<file path="config.mk">
export PLATFORM = sky130hd
export DESIGN_NAME = controlunit_multicycle_flat
export DESIGN_NICKNAME = d
export VERILOG_FILES = /design/src/rtl/controlunit_multicycle_if.sv /design/src/rtl/controlunit_multicycle.sv /design/src/flat_wrapper.sv
export SDC_FILE = /design/constraint.sdc
export NUM_CORES = 1
export LEC_CHECK = 0
export CORE_MARGIN = 2
export CORE_UTILIZATION = 53
export CTS_BUF_LIST = sky130_fd_sc_hd__clkbuf_8
export DETAILED_ROUTE_END_ITERATION = 10
export HOLD_SLACK_MARGIN = 0.02
export PLACE_DENSITY = 0.93
export SLEW_MARGIN = 40
export SYNTH_ARGS = -nofsm -noshare
export SYNTH_HDL_FRONTEND = slang
export SYNTH_SLANG_ARGS = --single-unit
</file>
<file path="constraint.sdc">
create_clock -name clk -period 2.5 [get_ports clk]
set_clock_uncertainty 0.05 [all_clocks]
set_input_delay 0.5 -clock clk [delete_from_list [all_inputs] [get_ports clk]]
set_output_delay 0.5 -clock clk [all_outputs]
set_load 0.03 [all_outputs]
</file>
<file path="src/rtl/controlunit_multicycle_if.sv">
// Bundle between the multicycle LEGv8 control unit and the shared datapath.
// The control unit is the master: it receives the opcode and the two memory
// handshakes and drives every datapath control and sequencing strobe.
interface controlunit_multicycle_if #(
    parameter int OPCODE_W = 11,
    parameter int ALUOP_W  = 3,
    parameter int CNT_W    = 32
);
    // Instruction register and memory handshake inputs
    logic [OPCODE_W-1:0] opcode;
    logic                instr_valid;
    logic                mem_ready;

    // Sequencing strobes
    logic                ir_write;
    logic                pc_write;

    // Datapath controls
    logic                Reg2Loc;
    logic                UBranch;
    logic                Branch;
    logic                MemRead;
    logic                MemtoReg;
    logic                MemWrite;
    logic                ALUsrc;
    logic                RegWrite;
    logic [ALUOP_W-1:0]  ALUOp;
    logic                flag_write;
    logic                mul_start;

    // Status
    logic                illegal;
    logic [CNT_W-1:0]    retired;

    // Control unit side
    modport master (
        input  opcode, instr_valid, mem_ready,
        output ir_write, pc_write, Reg2Loc, UBranch, Branch, MemRead,
               MemtoReg, MemWrite, ALUsrc, RegWrite, ALUOp, flag_write,
               mul_start, illegal, retired
    );

    // Datapath / instruction-fetch side
    modport slave (
        output opcode, instr_valid, mem_ready,
        input  ir_write, pc_write, Reg2Loc, UBranch, Branch, MemRead,
               MemtoReg, MemWrite, ALUsrc, RegWrite, ALUOp, flag_write,
               mul_start, illegal, retired
    );
endinterface

</file>
<file path="src/rtl/controlunit_multicycle.sv">
// Multicycle LEGv8 control unit.
// Walks each instruction through FETCH/DECODE/EXEC and then MULWAIT, MEM
// and/or WB as the instruction class needs, driving the datapath controls
// for each step. Unknown opcodes park the unit in TRAP until reset, and a
// counter tallies every instruction that retires (every pc_write cycle).
module controlunit_multicycle #(
    parameter int OPCODE_W   = 11,
    parameter int ALUOP_W    = 3,
    parameter int MUL_CYCLES = 4,
    parameter int CNT_W      = 32
) (
    input  logic                     clk,
    input  logic                     reset,
    controlunit_multicycle_if.master bus
);

    // Multiplier wait counter only has to hold MUL_CYCLES-1 down to 0
    localparam int MCW = (MUL_CYCLES > 1) ? $clog2(MUL_CYCLES) : 1;
    localparam logic [MCW-1:0] MUL_LOAD = MCW'(MUL_CYCLES - 1);

    // ALU operation codes understood by the shared ALU
    localparam logic [ALUOP_W-1:0] ALU_PASSB = ALUOP_W'(0);
    localparam logic [ALUOP_W-1:0] ALU_ADD   = ALUOP_W'(2);
    localparam logic [ALUOP_W-1:0] ALU_SUB   = ALUOP_W'(3);
    localparam logic [ALUOP_W-1:0] ALU_LSL   = ALUOP_W'(4);
    localparam logic [ALUOP_W-1:0] ALU_LSR   = ALUOP_W'(5);
    localparam logic [ALUOP_W-1:0] ALU_MUL   = ALUOP_W'(6);

    typedef enum logic [2:0] {
        S_FETCH,
        S_DECODE,
        S_EXEC,
        S_MULWAIT,
        S_MEM,
        S_WB,
        S_TRAP
    } state_e;

    typedef enum logic [3:0] {
        C_NONE,
        C_ADDI,
        C_ADDS,
        C_SUBS,
        C_B,
        C_BLT,
        C_CBZ,
        C_LDUR,
        C_STUR,
        C_LSL,
        C_LSR,
        C_MUL,
        C_ILLEGAL
    } class_e;

    state_e           r_state;
    class_e           r_class;
    logic [MCW-1:0]   r_mulCount;
    logic             r_illegal;
    logic [CNT_W-1:0] r_retired;

    class_e             w_decoded;
    logic               w_irWrite;
    logic               w_pcWrite;
    logic               w_reg2Loc;
    logic               w_uBranch;
    logic               w_branch;
    logic               w_memRead;
    logic               w_memToReg;
    logic               w_memWrite;
    logic               w_aluSrc;
    logic               w_regWrite;
    logic [ALUOP_W-1:0] w_aluOp;
    logic               w_flagWrite;
    logic               w_mulStart;

    // Opcode classification; the first matching pattern wins, so the order
    // of the entries below is the decode priority
    function automatic class_e decodeOpcode(input logic [10:0] op);
        class_e c;
        casez (op)
            11'b1001000100?: c = C_ADDI;
            11'b10101011000: c = C_ADDS;
            11'b11101011000: c = C_SUBS;
            11'b000101?????: c = C_B;
            11'b01010100???: c = C_BLT;
            11'b10110100???: c = C_CBZ;
            11'b11111000010: c = C_LDUR;
            11'b11111000000: c = C_STUR;
            11'b11010011011: c = C_LSL;
            11'b11010011010: c = C_LSR;
            11'b10011011000: c = C_MUL;
            default:         c = C_ILLEGAL;
        endcase
        return c;
    endfunction

    assign w_decoded = decodeOpcode(bus.opcode[10:0]);

    // Sequencer: state, latched instruction class, multiplier wait counter,
    // sticky trap flag and retired-instruction counter
    always_ff @(posedge clk) begin
        if (reset) begin
            r_state    <= S_FETCH;
            r_class    <= C_NONE;
            r_mulCount <= '0;
            r_illegal  <= 1'b0;
            r_retired  <= '0;
        end else begin
            if (w_pcWrite) begin
                r_retired <= r_retired + 1'b1;
            end
            case (r_state)
                S_FETCH: begin
                    if (bus.instr_valid) begin
                        r_state <= S_DECODE;
                    end
                end
                S_DECODE: begin
                    r_class <= w_decoded;
                    if (w_decoded == C_ILLEGAL) begin
                        r_state   <= S_TRAP;
                        r_illegal <= 1'b1;
                    end else begin
                        r_state <= S_EXEC;
                    end
                end
                S_EXEC: begin
                    case (r_class)
                        C_LDUR, C_STUR:   r_state <= S_MEM;
                        C_B, C_BLT, C_CBZ: r_state <= S_FETCH;
                        C_MUL: begin
                            r_state    <= S_MULWAIT;
                            r_mulCount <= MUL_LOAD;
                        end
                        default:          r_state <= S_WB;
                    endcase
                end
                S_MULWAIT: begin
                    if (r_mulCount == '0) begin
                        r_state <= S_WB;
                    end else begin
                        r_mulCount <= r_mulCount - 1'b1;
                    end
                end
                S_MEM: begin
                    if (bus.mem_ready) begin
                        r_state <= (r_class == C_STUR) ? S_FETCH : S_WB;
                    end
                end
                S_WB: begin
                    r_state <= S_FETCH;
                end
                S_TRAP: begin
                    r_state <= S_TRAP;
                end
                default: begin
                    r_state <= S_FETCH;
                end
            endcase
        end
    end

    // Control decode from state and class. ir_write in FETCH and the STUR
    // pc_write in MEM are qualified by their handshake in the same cycle so
    // accepted words and completed stores cost no extra cycle; everything
    // else depends only on the registered state and class. Reset forces all
    // controls low.
    always_comb begin
        w_irWrite   = 1'b0;
        w_pcWrite   = 1'b0;
        w_reg2Loc   = 1'b0;
        w_uBranch   = 1'b0;
        w_branch    = 1'b0;
        w_memRead   = 1'b0;
        w_memToReg  = 1'b0;
        w_memWrite  = 1'b0;
        w_aluSrc    = 1'b0;
        w_regWrite  = 1'b0;
        w_aluOp     = ALU_PASSB;
        w_flagWrite = 1'b0;
        w_mulStart  = 1'b0;
        if (!reset) begin
            case (r_state)
                S_FETCH: begin
                    w_irWrite = bus.instr_valid;
                end
                S_EXEC: begin
                    case (r_class)
                        C_ADDI: begin
                            w_aluSrc = 1'b1;
                            w_aluOp  = ALU_ADD;
                        end
                        C_ADDS: begin
                            w_aluOp     = ALU_ADD;
                            w_flagWrite = 1'b1;
                        end
                        C_SUBS: begin
                            w_aluOp     = ALU_SUB;
                            w_flagWrite = 1'b1;
                        end
                        C_LSL: begin
                            w_aluSrc = 1'b1;
                            w_aluOp  = ALU_LSL;
                        end
                        C_LSR: begin
                            w_aluSrc = 1'b1;
                            w_aluOp  = ALU_LSR;
                        end
                        C_LDUR: begin
                            w_aluSrc = 1'b1;
                            w_aluOp  = ALU_ADD;
                        end
                        C_STUR: begin
                            w_aluSrc  = 1'b1;
                            w_aluOp   = ALU_ADD;
                            w_reg2Loc = 1'b1;
                        end
                        C_B: begin
                            w_uBranch = 1'b1;
                            w_pcWrite = 1'b1;
                        end
                        C_BLT: begin
                            w_branch  = 1'b1;
                            w_pcWrite = 1'b1;
                        end
                        C_CBZ: begin
                            w_reg2Loc = 1'b1;
                            w_branch  = 1'b1;
                            w_pcWrite = 1'b1;
                        end
                        C_MUL: begin
                            w_aluOp    = ALU_MUL;
                            w_mulStart = 1'b1;
                        end
                        default: begin
                        end
                    endcase
                end
                S_MULWAIT: begin
                    w_aluOp = ALU_MUL;
                end
                S_MEM: begin
                    if (r_class == C_LDUR) begin
                        w_memRead  = 1'b1;
                        w_memToReg = 1'b1;
                    end else begin
                        w_memWrite = 1'b1;
                        w_reg2Loc  = 1'b1;
                        w_aluSrc   = 1'b1;
                        w_pcWrite  = bus.mem_ready;
                    end
                end
                S_WB: begin
                    w_regWrite = 1'b1;
                    w_pcWrite  = 1'b1;
                    case (r_class)
                        C_LDUR: w_memToReg = 1'b1;
                        C_ADDI: begin
                            w_aluSrc = 1'b1;
                            w_aluOp  = ALU_ADD;
                        end
                        C_ADDS: w_aluOp = ALU_ADD;
                        C_SUBS: w_aluOp = ALU_SUB;
                        C_LSL: begin
                            w_aluSrc = 1'b1;
                            w_aluOp  = ALU_LSL;
                        end
                        C_LSR: begin
                            w_aluSrc = 1'b1;
                            w_aluOp  = ALU_LSR;
                        end
                        C_MUL:  w_aluOp = ALU_MUL;
                        default: begin
                        end
                    endcase
                end
                default: begin
                end
            endcase
        end
    end

    assign bus.ir_write   = w_irWrite;
    assign bus.pc_write   = w_pcWrite;
    assign bus.Reg2Loc    = w_reg2Loc;
    assign bus.UBranch    = w_uBranch;
    assign bus.Branch     = w_branch;
    assign bus.MemRead    = w_memRead;
    assign bus.MemtoReg   = w_memToReg;
    assign bus.MemWrite   = w_memWrite;
    assign bus.ALUsrc     = w_aluSrc;
    assign bus.RegWrite   = w_regWrite;
    assign bus.ALUOp      = w_aluOp;
    assign bus.flag_write = w_flagWrite;
    assign bus.mul_start  = w_mulStart;
    assign bus.illegal    = r_illegal & ~reset;
    assign bus.retired    = reset ? '0 : r_retired;

endmodule

</file>
<file path="src/flat_wrapper.sv">
// flat-port wrapper written by rule: the top's interface ports become plain ports
module controlunit_multicycle_flat 
#(
    parameter int OPCODE_W   = 11,
    parameter int ALUOP_W    = 3,
    parameter int MUL_CYCLES = 4,
    parameter int CNT_W      = 32
)
  (clk, reset, bus_opcode, bus_instr_valid, bus_mem_ready, bus_ir_write, bus_pc_write, bus_Reg2Loc, bus_UBranch, bus_Branch, bus_MemRead, bus_MemtoReg, bus_MemWrite, bus_ALUsrc, bus_RegWrite, bus_ALUOp, bus_flag_write, bus_mul_start, bus_illegal, bus_retired);
  controlunit_multicycle_if #(.OPCODE_W(OPCODE_W), .ALUOP_W(ALUOP_W), .CNT_W(CNT_W)) bus_i ();
  input  logic clk;
  input  logic reset;
  input wire logic [$bits(bus_i.opcode)-1:0] bus_opcode;
  input wire logic [$bits(bus_i.instr_valid)-1:0] bus_instr_valid;
  input wire logic [$bits(bus_i.mem_ready)-1:0] bus_mem_ready;
  output wire logic [$bits(bus_i.ir_write)-1:0] bus_ir_write;
  output wire logic [$bits(bus_i.pc_write)-1:0] bus_pc_write;
  output wire logic [$bits(bus_i.Reg2Loc)-1:0] bus_Reg2Loc;
  output wire logic [$bits(bus_i.UBranch)-1:0] bus_UBranch;
  output wire logic [$bits(bus_i.Branch)-1:0] bus_Branch;
  output wire logic [$bits(bus_i.MemRead)-1:0] bus_MemRead;
  output wire logic [$bits(bus_i.MemtoReg)-1:0] bus_MemtoReg;
  output wire logic [$bits(bus_i.MemWrite)-1:0] bus_MemWrite;
  output wire logic [$bits(bus_i.ALUsrc)-1:0] bus_ALUsrc;
  output wire logic [$bits(bus_i.RegWrite)-1:0] bus_RegWrite;
  output wire logic [$bits(bus_i.ALUOp)-1:0] bus_ALUOp;
  output wire logic [$bits(bus_i.flag_write)-1:0] bus_flag_write;
  output wire logic [$bits(bus_i.mul_start)-1:0] bus_mul_start;
  output wire logic [$bits(bus_i.illegal)-1:0] bus_illegal;
  output wire logic [$bits(bus_i.retired)-1:0] bus_retired;
  assign bus_i.opcode = bus_opcode;
  assign bus_i.instr_valid = bus_instr_valid;
  assign bus_i.mem_ready = bus_mem_ready;
  assign bus_ir_write = bus_i.ir_write;
  assign bus_pc_write = bus_i.pc_write;
  assign bus_Reg2Loc = bus_i.Reg2Loc;
  assign bus_UBranch = bus_i.UBranch;
  assign bus_Branch = bus_i.Branch;
  assign bus_MemRead = bus_i.MemRead;
  assign bus_MemtoReg = bus_i.MemtoReg;
  assign bus_MemWrite = bus_i.MemWrite;
  assign bus_ALUsrc = bus_i.ALUsrc;
  assign bus_RegWrite = bus_i.RegWrite;
  assign bus_ALUOp = bus_i.ALUOp;
  assign bus_flag_write = bus_i.flag_write;
  assign bus_mul_start = bus_i.mul_start;
  assign bus_illegal = bus_i.illegal;
  assign bus_retired = bus_i.retired;
  controlunit_multicycle #(.OPCODE_W(OPCODE_W), .ALUOP_W(ALUOP_W), .MUL_CYCLES(MUL_CYCLES), .CNT_W(CNT_W)) u_core (.clk(clk), .reset(reset), .bus(bus_i));
endmodule
</file>
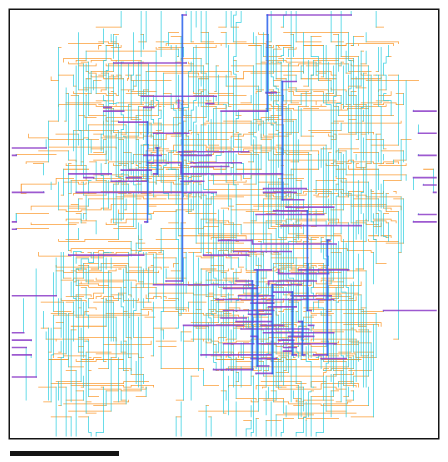
(run_1/layers.png)
Bar = 20 µm.
purple -> M3  # wire length 638 µm
cyan -> M2  # wire length 4660 µm
orange -> M1  # wire length 3590 µm
blue -> M4  # wire length 219 µm

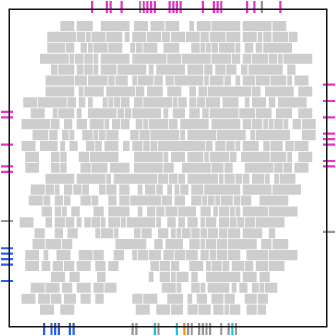
(run_1/pinout.png)
Pins as bars across the die edge, other pins in grey.
magenta -> bus_retired  # pins 32, direction output, edge 19 north, 8 east, 5 west
blue -> bus_opcode  # pins 11, direction input, edge 6 south, 5 west
orange -> bus_RegWrite  # pins 1, direction output, edge south
cyan -> bus_ALUOp  # pins 3, direction output, edge south
all pins by edge = 22 south, 21 north, 11 west, 9 east

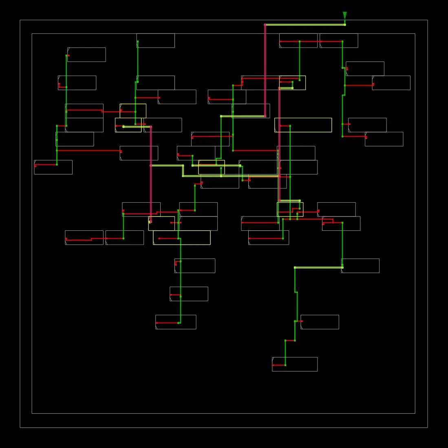
(run_1/clock_nets.png)
CTS Buf Count: 5
sequential cell count: 42
Clk power: 0.680 mW

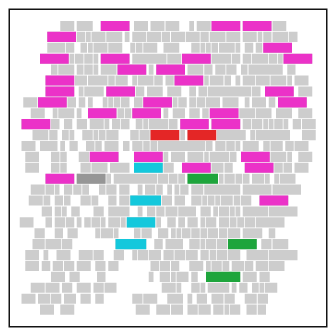
(run_1/ff_map.png)
red -> u_core.r_mulCount  # sequential cells 2
green -> u_core.r_state  # sequential cells 3
cyan -> u_core.r_class  # sequential cells 4
magenta -> u_core.r_retired  # sequential cells 32

==> Slide: Implementation Results, run 1 <==
Physical Implementation Snapshot

Status
  – Run status: complete, no violations

Critical path
  – R2r setup slk: 0.06 ns
  – Startpoint Class: flop
  – Worst R2R Path Depth: 7

CTS
  – Post-cts resize count: 18

Die
  – Core area: around 5400 µm²
  – I/O pin cnt: ~63

Synthesis
  – Async SR Flop Fraction: 0%
  – Synth Area in XOR/XNOR: less than 1%
  – Synth unique cells: 58
  – Gate Count Post-Synth: 375
  – Synthesized area per cell: between 7 and 8 µm²

Pwr
  – Lkg Pwr: 1.58 nW
  – Pwr Density: roughly 690 nW/µm²

STA
  – Setup TNS: 0 ns
  – Fin crit share: ~100%

Cells and area
  – Synth-to-Final Area Change: 39.8%
  – Share of cells above drive strength 1: 19.9%

Min path
  – Worst Hold End: u_core.r_illegal
  – Hold depth: 2

Global route
  – First-pass GRT wire length: 13.4 mm

Drt
  – Routed Antenna Nets: 0
  – Residual DRC: 0
==> run 1: layout make-up <==
| cell class | count | area [µm²] |
|---|---|---|
| flip-flops and latches | 42 | 848 |
| inverters | 10 | 45.0 |
| fillers | 368 | 1290 |
| multi-input cells | 297 | 2010 |
| well taps | 72 | 90.1 |
| repair buffers | 101 | 1010 |
| clock inverters | 2 | 60.1 |
| clock buffers | 6 | 82.6 |
==> run 1: state kept, by name, summed over array words and instances, names as in the netlist <==
signal             cells
u_core.r_retired      32
u_core.r_class         4
u_core.r_mulCount      2
u_core.r_illegal       1
u_core.r_state         3
==> run 1: synthesized netlist by cell type, types with 9 or more instances <==
cell,instances,area share [%]
nor2_1,50,6.3
nand2_1,18,2.3
nor2b_1,36,7.6
clkbuf_1,18,2.3
mux2_1,16,6.1
o21ai_0,11,1.9
a21oi_1,19,3.2
nor3_1,14,2.4
nand3_1,12,2.0
dfxtp_1,42,28
inv_1,9,1.1
==> run 1: layout by cell type, fill, tap and decap left out, drive strengths merged, types with 4 or more instances in the layout <==
master         instances
dfxtp                 42
nand4                  8
o21ai                 11
nor2                  50
nand3                 12
o41ai                  6
nor4                   5
clkbuf                 7
mux2                  23
nand2b                 9
nand2                 18
nor4b                  5
nand3b                 4
nor2b                 36
clkdlybuf4s50         46
or4                    5
a21oi                 19
nor3                  14
buf                   49
a211oi                 5
or4b                   4
and3                   4
or3                    7
and2                   4
or3b                   4
inv                   10
==> run 1: metal layers <==
metal  track usage, %  part of all wire, %  vias up
met4             9.82                  2.4        0
met3             4.09                  7.0       27
li1                 -                    -     1530
met1             33.0                   39     1547
met2             47.2                   51      170
met5                0                    0        -
==> run 1: report_power, final <==
part	total [mW]	internal (mW)	switching [mW]
combinational	1.36	0.637	0.722
sequential	0.838	0.746	0.0923
clock	0.680	0.426	0.254
==> run 1 -> run 2 <==
- CAP_MARGIN: default -> 10
==> Slide: Implementation Results, run 2 <==
Physical Implementation Snapshot

Status
  – Run status: complete, no violations

Synthesis
  – Async SR Flop Fraction: 0% (unchanged)
  – Synth top area cells: dfxtp_1 28%, nor2b_1 7.6%, nor2_1 6.3%
  – Synthesized area per cell: 7.90 µm² (unchanged)
  – Gate Count Post-Synth: 375 (unchanged)
  – Top-area cell share: 28.4% (unchanged)
  – Post-synth top cells: 50 x nor2_1, 42 x dfxtp_1, 36 x nor2b_1, 19 x a21oi_1
  – Cell taking the most area after synthesis: dfxtp_1
  – Synth unique cells: 58 (unchanged)

Drt
  – Residual DRC: 0 (unchanged)
  – Routed Antenna Nets: 0 (unchanged)

Cells and area
  – Top Registers: u_core.r_retired: 32 flops, u_core.r_class: 4 flops, u_core.r_state: 3 flops
  – Top cell excl fill/tap: nor2_1
  – Synth-to-Final Area Change: 39.8% (unchanged)
  – Fillers: 368 (unchanged)
  – Max reg flops: 32 (unchanged)
  – Largest reg by FF count: u_core.r_retired

Pwr
  – Top power group: combinational cells
  – Seq pwr share: 29.1% (about the same)
  – Seq pwr: 0.838 mW (about the same)
  – Pwr Density: 694 nW/µm² (unchanged)
  – Logic gate share of total power: 47.2% (about the same)
  – Clk power: 0.680 mW (about the same)
  – Clk pwr share: 23.6% (about the same)
  – Combinational gate power: 1.36 mW (about the same)
  – Lkg Pwr: 1.58 nW (unchanged)

Global route
  – Met2 usage: 47.2% (unchanged)
  – First-pass GRT wire length: 13.4 mm (unchanged)
  – GR Util met1: 33.0% (unchanged)
  – Grt peak-use layer: met2

CTS
  – CTS Buf Count: 5 (unchanged)

Placement
  – IO Port Bufs: 62

STA
  – Setup TNS: 0 ns (unchanged)
  – Fin crit share: 99.3% (unchanged)

Flow run
  – Max Cap Viol: 0

Die
  – Core area: 5440 µm² (unchanged)
  – I/O pin cnt: 63 (unchanged)

Critical path
  – Startpoint Class: flop
-- run 2: kinds of logic after synthesis --
kind of cell	after synthesis	synth area share, %
muxes	25	9.41
and+or+nand+nor	199	39.5
AOI/OAI and AO/OA	69	15.7
buffers and inverters	36	5.61
DFF	42	28.4
adders and majority gates	2	0.844
xor gates and xnor gates	2	0.591
-- run 2: metrics by stage --
step / setup slack, ns / util [%] / instances
2_1_floorplan: 0.0361 / - / 375
3_3_place_gp: -0.0480 / 70.0 / 512
3_5_place_dp: -0.0533 / 70.0 / 512
4_1_cts: 0.00704 / 74.6 / 524
5_1_grt: -0.0960 / 76.2 / 530
6_report: 0.0177 / 76.2 / 530
-- run 2: repair_timing --
action,in CTS,in global routing
setup endpoints to repair,8,12
buffers inserted,3,5
gates cloned,1,1
pin swaps,2,9
endpoints found under the hold margin,0,0
gates resized,18,8
-- run 2: layer usage --
layer	part of all wire, %	wire length (µm)
met4	2.4	218
met5	0	0
met2	51	4660
met1	39	3590
met3	7.0	638
-- run 2: path summary, 6_finish.rpt --
| kind | start | to | slack (ns) | cells past startpoint |
|---|---|---|---|---|
| min reg2reg | u_core.r_illegal | u_core.r_illegal | 0.43 | 2 |
| max | u_core.r_state[2] | bus_pc_write | 0.02 | 6 |
| max reg2reg | u_core.r_state[2] | u_core.r_retired[28] | 0.06 | 7 |
| min | u_core.r_illegal | u_core.r_illegal | 0.43 | 2 |
-- run 2: final cells by class --
class	count	area, µm²	area share, %
Sequential cell	42	848	20.5
Multi-Input combinational cell	297	2010	48.6
Clock buffer	6	82.6	1.99
Inverter	10	45.0	1.09
Clock inverter	2	60.1	1.45
Timing Repair Buffer	101	1010	24.3
Tap cell	72	90.1	2.17
-- run 2: tightest hold or removal path, stage by stage, from the launching register on --
cell     delay, ns
dfxtp_1       0.30
inv_1         0.07
a21oi_1       0.06
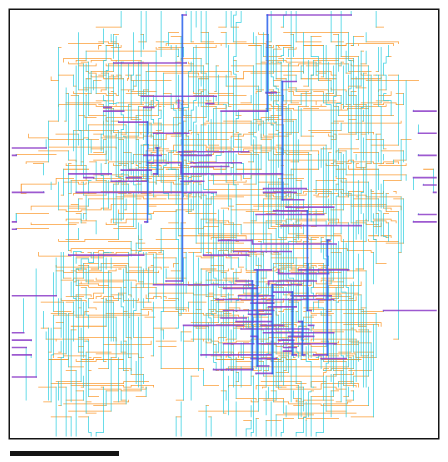
(run_2/layers.png)
Bar = 20 µm.
cyan -> M2  # wire length 4660 µm
orange -> M1  # wire length 3590 µm
blue -> M4  # wire length 219 µm
purple -> M3  # wire length 638 µm

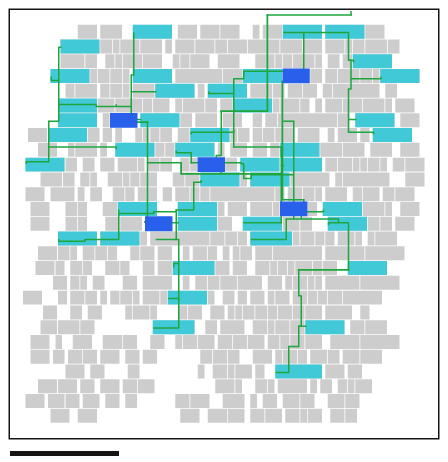
(run_2/clock_wires.png)
Bar = 20 µm.
blue -> clock-net drivers  # count 5
green -> clock wires  # length 546 µm
cyan -> flip-flops  # count 42
routed clock nets = 6

==> run 2 -> run 3 <==
- CORE_MARGIN: 2 -> default
- CORE_UTILIZATION: 53 -> 27
- PLACE_DENSITY: 0.93 -> 0.58
==> Slide: Implementation Results, run 3 <==
Physical Implementation Snapshot

Placement
  – Pre-CTS WS: -0.120 ns (-0.0665 ns)
  – Dpl cells: 581 (+13%)

Cells and area
  – Top Registers: u_core.r_retired: 32 flops, u_core.r_class: 4 flops, u_core.r_state: 3 flops
  – Top cell excl fill/tap: nor2_1
  – Synth-to-Final Area Change: 36.8%
  – Util after Layout: 38.7% (-37 points)
  – Fillers: 1083 (+190%)

CTS
  – CTS Buf Count: 5 (unchanged)

Die
  – I/O pin cnt: 63 (unchanged)

Synthesis
  – Synth unique cells: 58 (unchanged)
  – Async SR Flop Fraction: 0% (unchanged)
  – Cell taking the most area after synthesis: dfxtp_1
  – Gate Count Post-Synth: 375 (unchanged)
  – Synthesized area per cell: 7.90 µm² (unchanged)

Pwr
  – Pwr Density: 624 nW/µm² (-10%)

STA
  – Fin crit share: 95.9% (-3.4 points)

Critical path
  – Worst r2r src: u_core.r_state[2]
  – Worst R2R Path Depth: 6 (-1)
  – Worst setup path start: reset

Min path
  – HP Start: u_core.r_illegal

Status
  – Run status: complete, no violations
-- run 3: area by class of cell --
cell class                 instances  area, µm²  area share (%)
clock inverter                     3       41.3            1.02
inverter                          10       37.5           0.926
clock buffer                       5       68.8            1.70
tap                              136        170            4.20
sequential                        42        848            20.9
timing repair buffer              97        881            21.7
multi-input combinational        297       2010            49.5
-- run 3: logic make-up (layout without fill, tap and decap cells) --
family	count (synthesis)	after routing	synth area share [%]
DFF	42	42	28.4
adders and majority gates	2	2	0.844
muxes	25	25	9.41
and+or+nand+nor	199	199	39.5
buffers and inverters	36	115	5.61
xor gates and xnor gates	2	2	0.591
AOI/OAI and AO/OA	69	69	15.7
-- run 3: how the worst min path moves through the flow --
stage / to / slack [ns] / cells past startpoint
floorplan: u_core.r_illegal / 0.38 / 2
global placement: u_core.r_illegal / 0.40 / 2
detailed placement: u_core.r_illegal / 0.40 / 2
CTS: u_core.r_illegal / 0.41 / 2
global route: u_core.r_illegal / 0.43 / 2
finish: u_core.r_illegal / 0.41 / 2
-- run 3: where the power goes --
group,switching (mW),internal (mW)
clock,0.245,0.294
sequential,0.0788,0.746
combinational,0.650,0.514
total,0.974,1.55
-- run 3: critical path, stage by stage --
cell and delay (ns):
buf_2 0.13, buf_12 0.15, buf_12 0.16, nor2b_1 0.19
clkdlybuf4s50_1 0.71
-- run 3: repair_timing --
item	4_1_cts	5_1_grt
gates resized	8	8
buffers inserted	1	0
endpoints found under the setup margin	7	4
pin swaps	0	2
-- run 3: metal layers --
layer	part of all wire (%)	track usage, %	routed length [µm]
met5	0	0	0
met4	1.4	3.52	111
met3	4.6	3.34	371
met2	48	23.6	3860
met1	46	19.2	3740
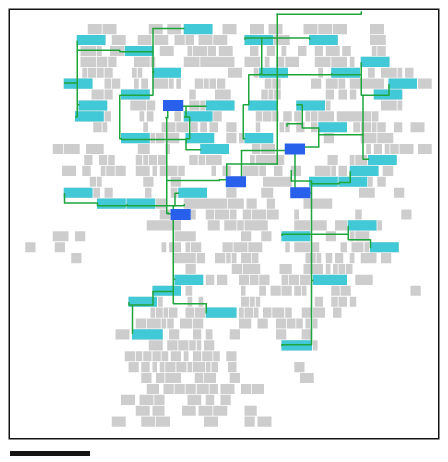
(run_3/clock_wires.png)
Bar = 20 µm.
green -> clock wires  # length 625 µm
blue -> clock-net drivers  # count 5
cyan -> flip-flops  # count 42
routed clock nets = 6

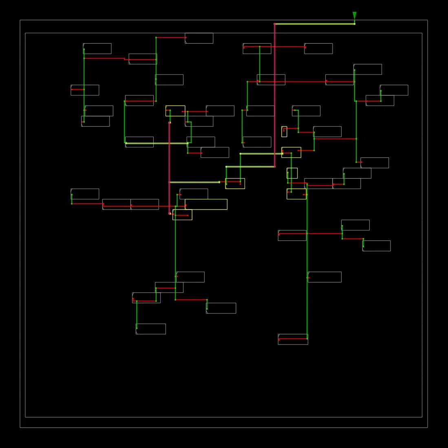
(run_3/clock_nets.png)
Clk power: 0.539 mW
Sink Count: 42
clk_buf instances: 5
clock latency on the worst-skew pair: 0.30 ns

No activity file was given, so power comes from the tool's default toggle rates.
